Fig. 1: run 1, floorplan with the power grid
Drawn at 4 px/micron. Pins as bars on the die edge. Tap cells in grey.
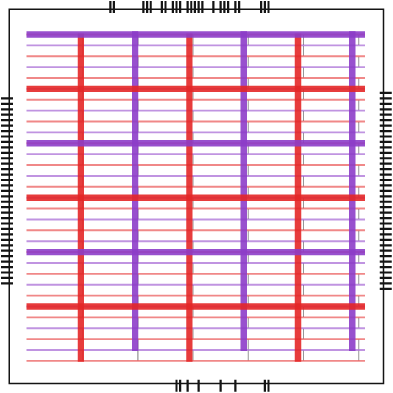
Fig. 2: run 1, cell classes on the final placement
Drawn at 4 px/micron. Fill, decap, tap and diode cells in grey.
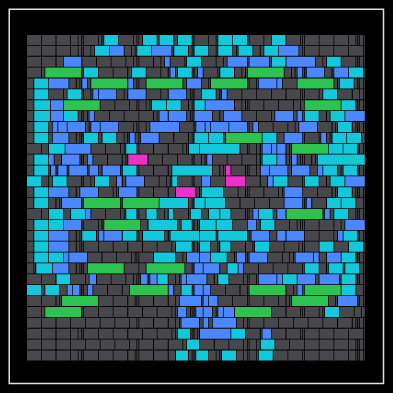
Fig. 3: run 1, clock network drawn from the DEF
Drawn at 4 px/micron.
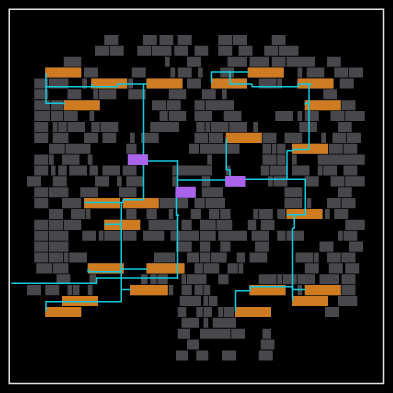
==> config.mk <==
export PLATFORM = sky130hd
export DESIGN_NAME = conf_arbiter
export DESIGN_NICKNAME = d
export VERILOG_FILES = /design/src/rtl/conf_arbiter.sv
export SDC_FILE = /design/constraint.sdc
export NUM_CORES = 1
export LEC_CHECK = 0
export CORE_MARGIN = 4
export CORE_UTILIZATION = 25
export CTS_CLUSTER_DIAMETER = 60
export DETAILED_ROUTE_END_ITERATION = 7
export GPL_TIMING_DRIVEN = 0
export SYNTH_ARGS = -nofsm -noshare
export SYNTH_HDL_FRONTEND = slang
export SYNTH_SLANG_ARGS = --single-unit
==> constraint.sdc <==
create_clock -name clk -period 1.8 [get_ports clk]
set_input_delay 0.27 -clock clk [delete_from_list [all_inputs] [get_ports clk]]
set_output_delay 0.27 -clock clk [all_outputs]
set_load 0.02 [all_outputs]
==> run summary, run 1 <==
Met2 Use GR = 25.0%
Relative slew slack = 35.7%
Final Max Slew Viols = 0
# IOs = 104
First-pass GRT wire length = 10100 microns
Seq pwr = 0.789 mW
Max layer used = met4
Nets = 385
Post-CTS sizing = 66
# placed instances = 380
Most frequent cell after synthesis = a211oi_2
Grt met1 use = 19.0%
Busiest layer in global routing = met2
Met1 wire length = 2950 microns
Data buffer area share = 42.1%
Flop2flop setup slack = -0.16 ns
Chip area = 8680 sq um
Setup violations, final = 21
CTS tree = done
Growth of design area from synthesis to finish = 88.8%
Vias per cell = 4.59
CP cell instances = nand2b_4 -> a21o_1 -> and3_4 -> buf_8 -> and2_4 -> buf_6
Cell depth of the worst setup path = 6
Sink Count = 23
P_int = 1.93 mW
Starting Density = 26.3%
Worst hold slack = 0.511 ns
Ys Warns = 0
Hold crit path type = input port to flip-flop
RSZ-0062 raised after global routing = yes
Largest register FFs = 14
Critical path peak fanout = 4
GRT Residual Overflow = 0
Actual slew at the worst max-slew pin = 0.964 ns
Comb gates = 120
Tot Pwr = 3.14 mW
Router iterations before antenna repair = 4
Fillers = 671
Logic area = 1160 sq um
Maximum clock frequency = 509 MHz
Yosys cell count = 181
H-tree level count = 1
Placed inst area = 2970 sq um
Crit path kind = flip-flop to primary output
Main flop type = dfrtp_1
Tapcell count = 96
Adder Area Share = 0%
PnR worst setup slack = -0.164 ns
Clock Tree Buf Depth = 2
Clk tree area frac = 1.32%
Power per cell area = 917 nW/um^2
FF-to-FF path depth = 7
Cells after Synth = 181
Antenna Nets Post-Route = 0
Flops = 23
Register Area = 578 sq um
Port Buf Inserts = 103
Status = complete, but fails checks
Non-clk bufs = 137
Critical path buffers and inverters = 2
WHS Path Cells = 3
Failing checks = setup timing
Hold_buf cts = 0
Final Instance Count excl. Fillers = 401
Simple Share, Synth = 11.5%
DR WL met3 = 629 microns
Mux area share = 9.94%
Crit path launch type = flip-flop
Combinational group share of total power = 63.9%
EDFF count, synth = 0
Total tool warning count = 28
Cycle use final = 109%
Routing usage on met3 = 5.63%
CLK BUF = 4
Switching Power = 1.21 mW
Xor+xnor area frac = 0%
Max_cap viols = 0
Sequential power share = 25.2%
Mapped Area = 1810 sq um
Initial antenna violation count = 0
Met2 WL = 3050 microns
Post-Synth AOI/OAI Area = 34.4%
Largest net degree at the start of global routing = 24
Leakage = 1.33 nW
Net count after synthesis = 260
DR WL/cell = 16.6 microns
Clk slew on worst S/H paths = 0.09 ns
ANT cells = 0
Top cell category = non-clock buffers
## Picture notes: Fig. 1
| colour | net |
|---|---|
| purple | VDD |
| red | VSS |
rows: 30
tap cells: 96
VDD IR-drop max: 374 uV
die width: 93.2 microns
Vert. Die Dim: 93.2 microns
core area: 6910 sq um

## Picture notes: Fig. 2
| colour | class | cells | share of their area |
|---|---|---|---|
| green | registers | 23 | 18% |
| magenta | clock drivers and dummy loads | 4 | 1.4% |
| blue | remaining logic cells | 141 | 37% |
| cyan | remaining buffers and delay cells | 137 | 44% |
row count: 30
flop share of the area: 16.9%
finished layout cell area: 3420 sq um
final core utilization: 49.5%

## Picture notes: Fig. 3
[purple] clock-net drivers | count: 3
[cyan] clock wires | length: 410 microns
[orange] flip-flops | count: 23
routed clock nets: 4
Layout Skew: 0.00384 ns
Power Clock: 0.345 mW
clk_lat worst skew: 0.27 ns
power share of the clock group: 11.0%

Fig. 4: run 1, metal layers overlaid
Drawn at 4 px/micron.
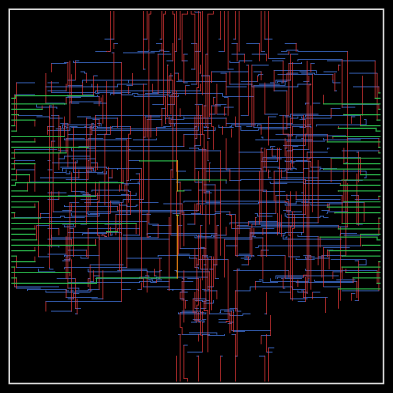

--- run 2 (diff from run 1) ---
- CELL_PAD_IN_SITES_DETAIL_PLACEMENT: default -> 0
- CELL_PAD_IN_SITES_GLOBAL_PLACEMENT: default -> 1
- CORE_MARGIN: 4 -> 3
- PLACE_DENSITY_LB_ADDON: default -> 0.1
- TNS_END_PERCENT: default -> 100
Fig. 5: run 2, metal layers overlaid
Drawn at 4 px/micron.
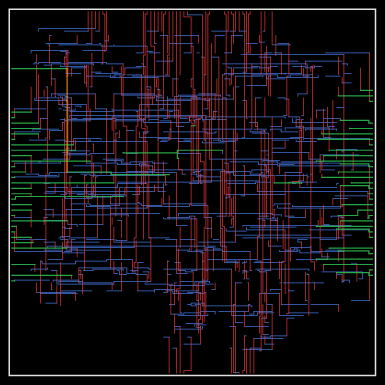
| colour | layer | wire length |
|---|---|---|
| orange | M4 | 25.8 microns |
| red | M2 | 3030 microns |
| green | M3 | 541 microns |
| blue | M1 | 2800 microns |
via count: 1819
DR WL/cell: 16.2 microns
WL final: 6400 microns
GRT Overall Usage: 15.7%

Fig. 6: run 2, clock network drawn from the DEF
Drawn at 4 px/micron.
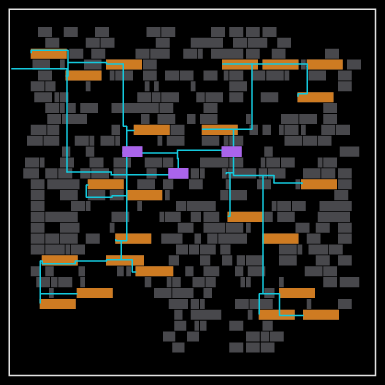
[purple] clock-net drivers | count: 3
[orange] flip-flops | count: 23
[cyan] clock wires | length: 407 microns
routed clock nets: 4
flops lie: widely spread
power share of the clock group: 11.1%
Layout Skew: 0.00167 ns
Power Clock: 0.339 mW

==> run summary, run 2 <==
Final Instance Count excl. Fillers = 395 (-1.5%)
Finished layout cell area = 3320 sq um (-3.0%)
Placed inst area = 2970 sq um (unchanged)
Max layer used = met4
Cells after Synth = 181 (unchanged)
Final Max Slew Viols = 0 (unchanged)
CP cell instances = nand2b_4 -> a21o_1 -> and3_4 -> buf_12 -> and2_4 -> buf_6
Clk slew on worst S/H paths = 0.09 ns (about the same)
Met1 wire length = 2800 microns (-4.9%)
Worst hold slack = 0.514 ns (+0.00286 ns)
Largest register FFs = 14 (unchanged)
Hold_buf cts = 0 (unchanged)
ANT cells = 0 (unchanged)
Cycle use final = 109% (about the same)
Register Area = 578 sq um (unchanged)
Yosys cell count = 181 (unchanged)
Vias in the first global route = 1923
Most frequent logic cells in the routed design = clkdlybuf4s50_1, a211oi_2, nor2_1
Flops = 23 (unchanged)
Maximum clock frequency = 509 MHz (about the same)
Critical path buffers and inverters = 2 (unchanged)
Routing usage on met3 = 5.39% (-0.25 points)
Initial antenna violation count = 0 (unchanged)
Xor+xnor area frac = 0% (unchanged)
Final core utilization = 48.1% (-1.5 points)
Cell depth of the worst setup path = 6 (unchanged)
CTS tree = done
Worst EP arrival = 1.70 ns
Met2 WL = 3030 microns (-0.65%)
Actual slew at the worst max-slew pin = 0.979 ns (+0.0154 ns)
Power per cell area = 922 nW/um^2 (+0.56%)
Post-Synth AOI/OAI Area = 34.4% (unchanged)
DRC = 0
Max_cap viols = 0 (unchanged)
CLK BUF = 4 (unchanged)
Hold crit path type = input port to flip-flop
# placed instances = 380 (unchanged)
Ys Warns = 0 (unchanged)
PnR worst setup slack = -0.165 ns (-0.00147 ns)
Flop share of the area = 17.4% (+0.52 points)
Inverter count = 21
Tapcell count = 96 (unchanged)
Combinational group share of total power = 63.3% (-0.6 points)
First-pass GRT wire length = 10500 microns (+3.5%)
Total tool warning count = 28 (unchanged)
Crit path kind = flip-flop to primary output
Die width = 91.2 microns (-2.1%)
Crit path launch type = flip-flop
Tot Pwr = 3.06 mW (-2.5%)
Seq pwr = 0.785 mW (-0.5%)
Fillers = 663 (-1.2%)
Relative slew slack = 34.7% (-1.0 points)
Simple Share, Synth = 11.5% (unchanged)
Vert. Die Dim = 91.2 microns (-2.1%)
Sink Count = 23 (unchanged)
Nets = 379 (-1.6%)
Comb/total area = 35.1%
VDD IR-drop max = 419 uV (+12%)
Starting Density = 26.3% (unchanged)
H-tree level count = 1 (unchanged)
EDFF count, synth = 0 (unchanged)
Logic area = 1160 sq um (+0.54%)
Clk_lat worst skew = 0.27 ns (about the same)
Chip area = 8310 sq um (-4.2%)
Leakage = 1.29 nW (-3.6%)
Router iterations before antenna repair = 4 (unchanged)
Top logic family = AND-OR/OR-AND gates
Clock Tree Buf Depth = 2 (unchanged)
Critical path peak fanout = 4 (unchanged)
Main flop type = dfrtp_1
Grt met1 use = 20.5% (+1.6 points)
Mux area share = 9.94% (unchanged)
Non-clk bufs = 131 (-4.4%)
# IOs = 104 (unchanged)
Antenna Nets Post-Route = 0 (unchanged)
Growth of design area from synthesis to finish = 83.1%
GRT Residual Overflow = 0 (unchanged)
Status = complete, but fails checks
Busiest layer in global routing = met2
Switching Power = 1.17 mW (-3.2%)
Met2 Use GR = 25.9% (+0.98 points)
Mapped Area = 1810 sq um (unchanged)
FF-to-FF path depth = 7 (unchanged)
Top cell category = non-clock buffers
Adder Area Share = 0% (unchanged)
Data buffer area share = 40.1% (-2.0 points)
Clk tree area frac = 1.36% (+0.041 points)
Vias per cell = 4.61 (+0.41%)
Net count after synthesis = 260 (unchanged)
P_int = 1.89 mW (-2.0%)
Port Buf Inserts = 103 (unchanged)
DR WL met3 = 541 microns (-14%)
Setup violations, final = 22 (+4.8%)
Row count = 30 (unchanged)
Core area = 6910 sq um (unchanged)
Yosys cell types = 29
Post-CTS sizing = 58 (-12%)
Comb gates = 120 (unchanged)
Sequential power share = 25.7% (+0.5 points)
RSZ-0062 raised after global routing = yes
Most frequent cell after synthesis = a211oi_2
Pwr top = combinational logic
Failing checks = setup timing
Power is estimated from default activity; no workload was simulated.
